==> config.mk <==
export PLATFORM = sky130hd
export DESIGN_NAME = xadc_bcd_converter_flat
export DESIGN_NICKNAME = d
export VERILOG_FILES = /design/src/rtl/xadc_demo_pkg.sv /design/src/rtl/xadc_bcd_converter_if.sv /design/src/rtl/bin_to_bcd_seq.sv /design/src/rtl/xadc_bcd_converter.sv /design/src/flat_wrapper.sv
export SDC_FILE = /design/constraint.sdc
export NUM_CORES = 1
export LEC_CHECK = 0
export ABC_AREA = 1
export CAP_MARGIN = 20
export CORE_MARGIN = 5
export CORE_UTILIZATION = 61
export DETAILED_ROUTE_END_ITERATION = 10
export PLACE_DENSITY = 0.92
export RECOVER_POWER = 50
export SYNTH_ARGS = -nofsm -noshare
export SYNTH_HDL_FRONTEND = slang
export SYNTH_SLANG_ARGS = --single-unit
==> constraint.sdc <==
create_clock -name CLK100MHZ -period 3.4 [get_ports CLK100MHZ]
set_clock_uncertainty 0.1 [all_clocks]
set_input_delay 0.85 -clock CLK100MHZ [delete_from_list [all_inputs] [get_ports CLK100MHZ]]
set_output_delay 0.85 -clock CLK100MHZ [all_outputs]
set_load 0.01 [all_outputs]
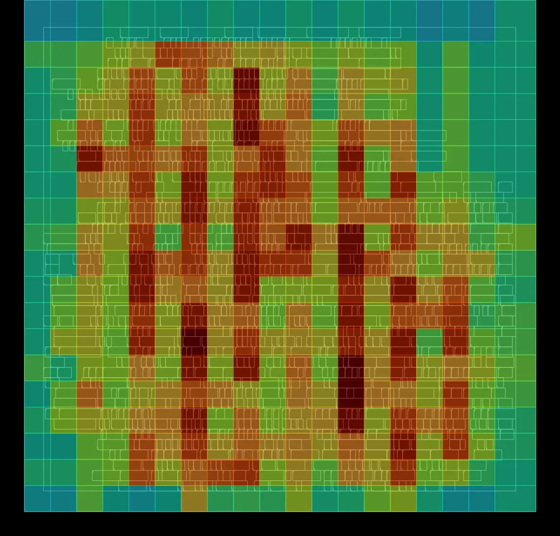
Figure 1: run 1, routing congestion map.
Global Route Usage Sum: 25.01%
GRT met3 Usage: 4.098%
fin util: 70.40%
met2 usage: 43.97%
wire length per cell: 14.35 um

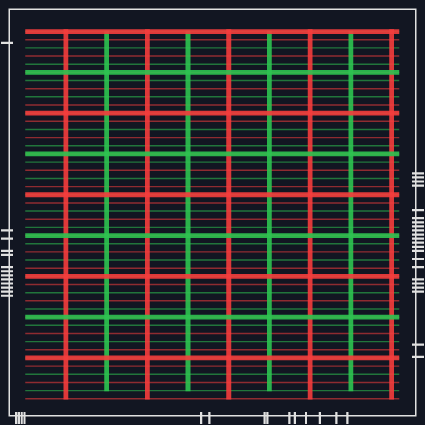
Figure 2: run 1, PDN straps and rails.
Scale: 3 px per um. Pins as bars on the die edge.
- VSS: red
- VDD: green
- met1 rails: 46
- rows: 45
- met5 straps: 9
core area: 0.01526 mm2
Die W: 135.0 um
peak supply drop: 0.0004395 V

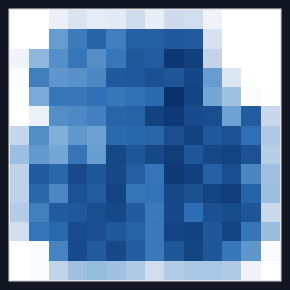
Figure 3: run 1, cell density map.
Scale: 2 px per um. The die is cut into 14 by 14 equal tiles; white is low, dark blue is high, 0 to 100% covered.
- nearly empty tiles: 12%
- tiles over 75% full: 43%
- fullest tile: 99%
Pre-Place Util: 62.49%

==> GITHUB_STEP_SUMMARY, run 1 <==
### Metrics collected by this job

| Metric | Value |
|---|---|
| Max Cap Viol | `1` |
| Signal buffers | `58` |
| Clk_buf instances | `22` |
| Via density | `5.427` |
| GRT Max-Usage Layer | `met2` |
| Pint | `0.004388 W` |
| Cells on worst reg2reg path | `17` |
| Number of antenna violations at the first check in global routing | `0` |
| Filler cell count | `1187` |
| Top cell class by occupied area | `combinational gates` |
| Run status | `complete, but fails checks` |
| Yosys stat chip area | `0.009535 mm2` |
| Biggest area cells | `dfxtp_1 25%, edfxtp_1 16%, nand2_1 13%, inv_1 8.0%, ha_1 7.1%` |
| Synth flops | `172` |
| Clock Tree Buf Depth | `2` |
| Failing checks | `capacitance limit, slew limit` |
| Top cell area share | `25.19%` |
| Kind of cell adding the most delay to the critical path | `simple AND/OR/NAND/NOR gates` |
| Commonest cells post-synth | `328 x nand2_1, 204 x inv_1, 120 x dfxtp_1` |
| Max_slew headroom | `-18.85%` |
| Clock share of power | `27.6%` |
| Antenna-violating nets left | `0` |
| Cts bufs inserted | `17` |
| Post-Syn Nets | `1356` |
| Most instantiated logic cell after routing | `nand2_1` |
| Req. time, crit path | `3500 ps` |
| P_clk | `0.00193 W` |
| Flop share of the area | `36.91%` |
| RSZ-0062 raised after global routing | `no` |
| Synth unique cells | `52` |
| Bufs and invs on worst path | `4` |
| Pre-CTS WS | `210.5 ps` |
| MUX share of area | `0%` |
| Final slew viol count | `54` |
| Hold Buf Count CTS | `0` |
| H-tree depth | `4` |
| Tool warnings | `47` |
| Synth warnings | `0` |
| HPWL after detailed placement | `15690 um` |
[run 1: per-stage QoR]
| step | util, % | std cells | total power (W) | area (um2) | hold WS (ps) |
|---|---|---|---|---|---|
| 2_1_floorplan | - | 1282 | 0.004373 | 9535 | 328.7 |
| 4_1_cts | 70.53 | 1548 | 0.006954 | 10760 | 388.5 |
| 3_3_place_gp | 66.71 | 1516 | 0.004918 | 10180 | 340.4 |
| 5_1_grt | 70.40 | 1548 | 0.007412 | 10740 | 403.4 |
| 3_5_place_dp | 66.71 | 1516 | 0.005026 | 10180 | 370.9 |
| 6_report | 70.40 | 1548 | 0.006985 | 10740 | 376.3 |
[run 1: kinds of logic (layout without fill, tap and decap cells)]
family,count (synthesis),after routing
compound gates,230,230
xor+xnor,27,27
fa+ha+maj,55,55
buf+inv,245,300
flops,172,172
simple gates,553,553
==> run 2, diff against run 1 <==
- CAP_MARGIN: 20 -> not set
- SLEW_MARGIN: not set -> 30
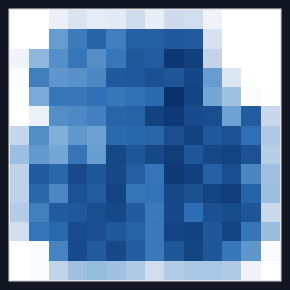
Figure 4: run 2, cell density map.
Scale: 2 px per um. The die is cut into 14 by 14 equal tiles; white is low, dark blue is high, 0 to 100% covered.
- mean over tiles: 57%
- nearly empty tiles: 12%
- tiles over 75% full: 43%
- densest ninth of the die: middle
- emptiest ninth of the die: top right

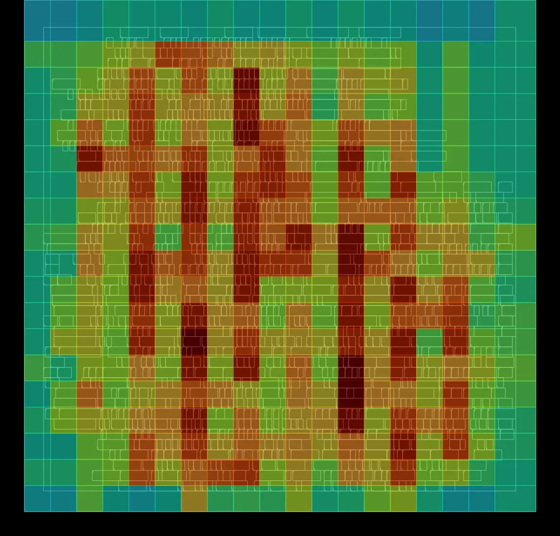
Figure 5: run 2, routing congestion map.
met1 Use GR: 31.10%
GRT Max-Usage Layer: met2

==> GITHUB_STEP_SUMMARY, run 2 <==
### Metrics collected by this job

| Metric | Value |
|---|---|
| Run status | `complete, but fails checks` |
| Failing checks | `capacitance limit, slew limit` |
| Die W | `135.0 um` |
| Kind of cell adding the most delay to the critical path | `simple AND/OR/NAND/NOR gates` |
| HPWL after detailed placement | `15690 um` |
| Synth warnings | `0` |
| Dpl cell area | `0.01018 mm2` |
| Max Cap Viol | `1` |
| Via density | `5.427` |
| Layout Cells excl Fill | `1548` |
| Power consumption | `0.006985 W` |
| GRT met3 Usage | `4.098%` |
| Number of antenna violations at the first check in global routing | `0` |
| Pre-CTS WS | `210.5 ps` |
| Clock Tree Buf Depth | `2` |
| Inst Count DP | `1516` |
| Commonest cells post-synth | `328 x nand2_1, 204 x inv_1, 120 x dfxtp_1` |
| RSZ-0062 raised after global routing | `no` |
| Core area | `0.01526 mm2` |
| Antenna-violating nets left | `0` |
| Biggest area cells | `dfxtp_1 25%, edfxtp_1 16%, nand2_1 13%, inv_1 8.0%, ha_1 7.1%` |
| Post-Syn Nets | `1356` |
| Cts bufs inserted | `17` |
| Most instantiated logic cell after routing | `nand2_1` |
| Pint | `0.004388 W` |
| Met2 usage | `43.97%` |
| Clock share of power | `27.6%` |
| Final Cell Area | `0.01074 mm2` |
| Global Route Usage Sum | `25.01%` |
| Req. time, crit path | `3500 ps` |
| H-tree depth | `4` |
| Peak supply drop | `0.0004395 V` |
| Filler cell count | `1187` |
| Fin util | `70.40%` |
| Top cell area share | `25.19%` |
| Final slew viol count | `54` |
| Synth unique cells | `52` |
run 2: cell counts after synthesis:
Identical to the previous run, type by type.
run 2: power by group through the flow:
stage	Clock (W)	Sequential [W]	Combinational, W
after global placement	0	0.00265	0.00227
after global routing	0.00203	0.00265	0.00272
after detailed placement	0	0.00266	0.00237
after CTS	0.00194	0.00262	0.00240
final	0.00193	0.00263	0.00243
after floorplan	0	0.00264	0.00174
run 2: area by class of cell:
cell class	instances	area, um2	share of cell area, %
clock buffers	22	496.7	4.624
well taps	211	264.0	2.458
inverters	210	788.3	7.338
flip-flops and latches	172	3965	36.91
multi-input cells	865	4614	42.96
repair buffers	58	526.8	4.904
clock inverters	10	86.33	0.8037
Figure 6. Clock network drawn from the DEF (run 2).
Scale: 4 px per um.
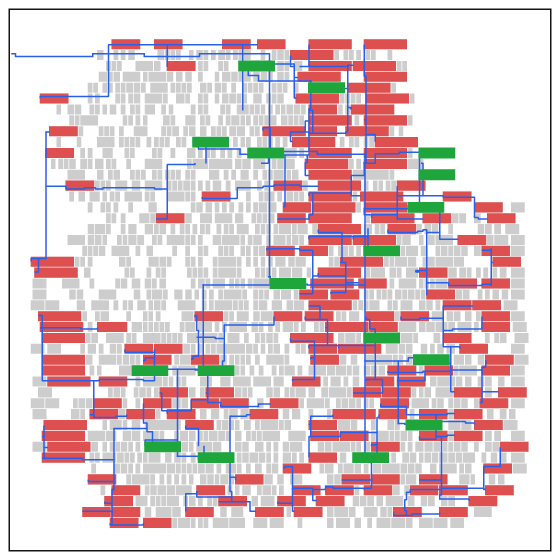

==> run 3, diff against run 2 <==
- SETUP_SLACK_MARGIN: not set -> 0.02
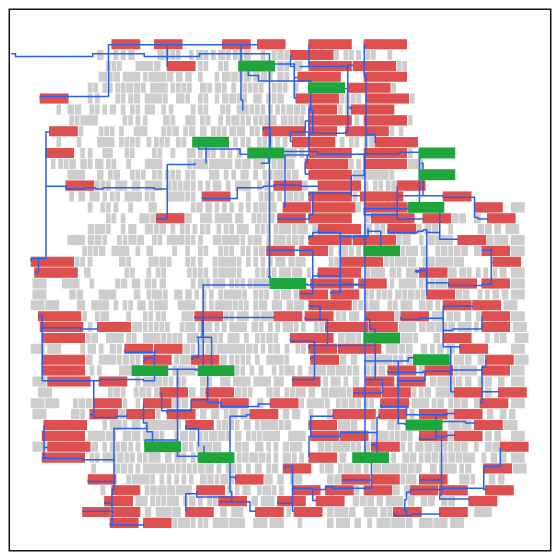
Figure 7: run 3, clock network drawn from the DEF.
Scale: 4 px per um.
- flip-flops: red (count 172)
- cells driving clock nets: green (count 17)
- clock wires: blue (length 1990 um)
- flops lie: all over the die
- routed clock nets: 18
clock share of power: 27.5%
P_clk: 0.00192 W
Insertion Delay late pin: 430 ps

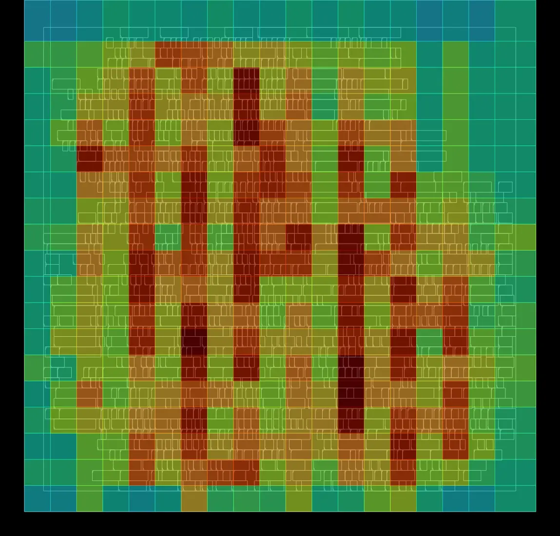
Figure 8: run 3, routing congestion map.
fin util: 70.45%

==> GITHUB_STEP_SUMMARY, run 3 <==
### Metrics collected by this job

| Metric | Value |
|---|---|
| Final wirelength | `22210 um` |
| Commonest cells post-synth | `328 x nand2_1, 204 x inv_1, 120 x dfxtp_1` |
| Peak supply drop | `0.0004396 V` |
| Final slew viol count | `54` |
| Layout Cells excl Fill | `1548` |
| Hold Worst Slack | `376.3 ps` |
| Post-Syn Nets | `1356` |
| Most frequent cells in the layout | `328 x nand2_1, 204 x inv_1, 119 x dfxtp_1` |
| Req. time, crit path | `3460 ps` |
| Final clock-cell share | `5.424%` |
| Final Cell Area | `0.01075 mm2` |
| Power consumption | `0.006981 W` |
| Vias | `8432` |
| HPWL after detailed placement | `15690 um` |
| Pint | `0.004388 W` |
| Dpl cell area | `0.01018 mm2` |
| Wire length per cell | `14.35 um` |
| Antenna-violating nets left | `0` |
| Cells on worst reg2reg path | `12` |
| Failing checks | `capacitance limit, slew limit` |
| Global route overflow | `0` |
| Die W | `135.0 um` |
| Filler cell count | `1184` |
| Sequential group power | `0.00263 W` |
| Top cell class by occupied area | `combinational gates` |
| NonClk Buf Share | `4.900%` |
| Global Route Usage Sum | `25.01%` |
| Final Worst Setup Slack | `310.4 ps` |
| Run status | `complete, but fails checks` |
| Signal buffers | `58` |
| Top pwr grp | `registers` |
| Clock Tree Buf Depth | `2` |
| Pre-Place Util | `62.49%` |
| Synth async-reset ratio | `0%` |
| Register clock-pin slew on the reported worst setup and hold paths | `70 ps` |
| Tapcell count | `211` |
| Area Growth Syn to Fin | `12.73%` |
| Clk_buf instances | `22` |
| Most common cell in the netlist | `nand2_1` |
| Combinational share of cell area | `42.98%` |
| Pre-CTS WS | `210.5 ps` |
| Invs w/o clock | `210` |
| Synth unique cells | `52` |
| Yosys stat chip area | `0.009535 mm2` |
| Synth Seq Share | `41.57%` |
| Synth warnings | `0` |
| Synth flops | `172` |
| RSZ-0062 raised after global routing | `no` |
| H-tree depth | `4` |
| Inst Count DP | `1516` |
| Sequential cell area | `0.003968 mm2` |
| Most instantiated logic cell after routing | `nand2_1` |
| CTS root buffer | `clkbuf_16` |
| Cts bufs inserted | `17` |
| Mapped Avg Cell Area | `7.438 um2` |
| Via density | `5.447` |
| Max Cap Viol | `1` |
| Tool warnings | `47` |
| Final Hold Viols | `0` |
| Biggest area cells | `dfxtp_1 25%, edfxtp_1 16%, nand2_1 13%, inv_1 8.0%, ha_1 7.1%` |
| Top cell area share | `25.19%` |
| Crit path arrival time | `3150 ps` |
| Flop share of the area | `36.91%` |
| Number of antenna violations at the first check in global routing | `0` |
| Sw frac | `37.15%` |
| CTS resizes | `0` |
| Max_slew headroom | `-18.85%` |
| Hold Buf Count CTS | `0` |
| Row count | `45` |
| Initial DRT Pass Iterations | `5` |
| Flip-flops | `172` |
| Nets | `1398` |
| Total clock sinks | `172` |
| Core area | `0.01526 mm2` |
| Worst hold path class | `reg -> reg` |
| MI comb area | `0.004619 mm2` |
| Combinational Gates | `865` |
| Port bufs | `44` |
| Comb pwr | `0.00243 W` |
## run 3: worst max-delay path, cell delays in order, from the launching register on
cell     delay [ps]
dfxtp_1         450
inv_1           170
nor2_1          280
nand2_1         240
o21ai_0         370
ha_1            300
nand2_1         160
nor2_1          190
nand2_1         100
nor2_1          100
nand2_1         100
nand4_1         130
nand2_1         120
## run 3: layer usage
metal	vias to the layer above	GRT usage [%]	part of all wire [%]
met5	-	0	0
met4	0	8.959	1.6
met3	37	4.098	6.4
met2	299	43.97	49
met1	3865	31.10	43
li1	4231	-	-
## run 3: cells by family after synthesis
logic type      count (synthesis)  share of synthesized area [%]
compound gates                230                          13.45
xor+xnor                       27                          2.559
fa+ha+maj                      55                          7.296
buf+inv                       245                          10.01
flops                         172                          41.57
simple gates                  553                          25.11
Power figures rest on the tool's default switching activity, not on a simulated workload.
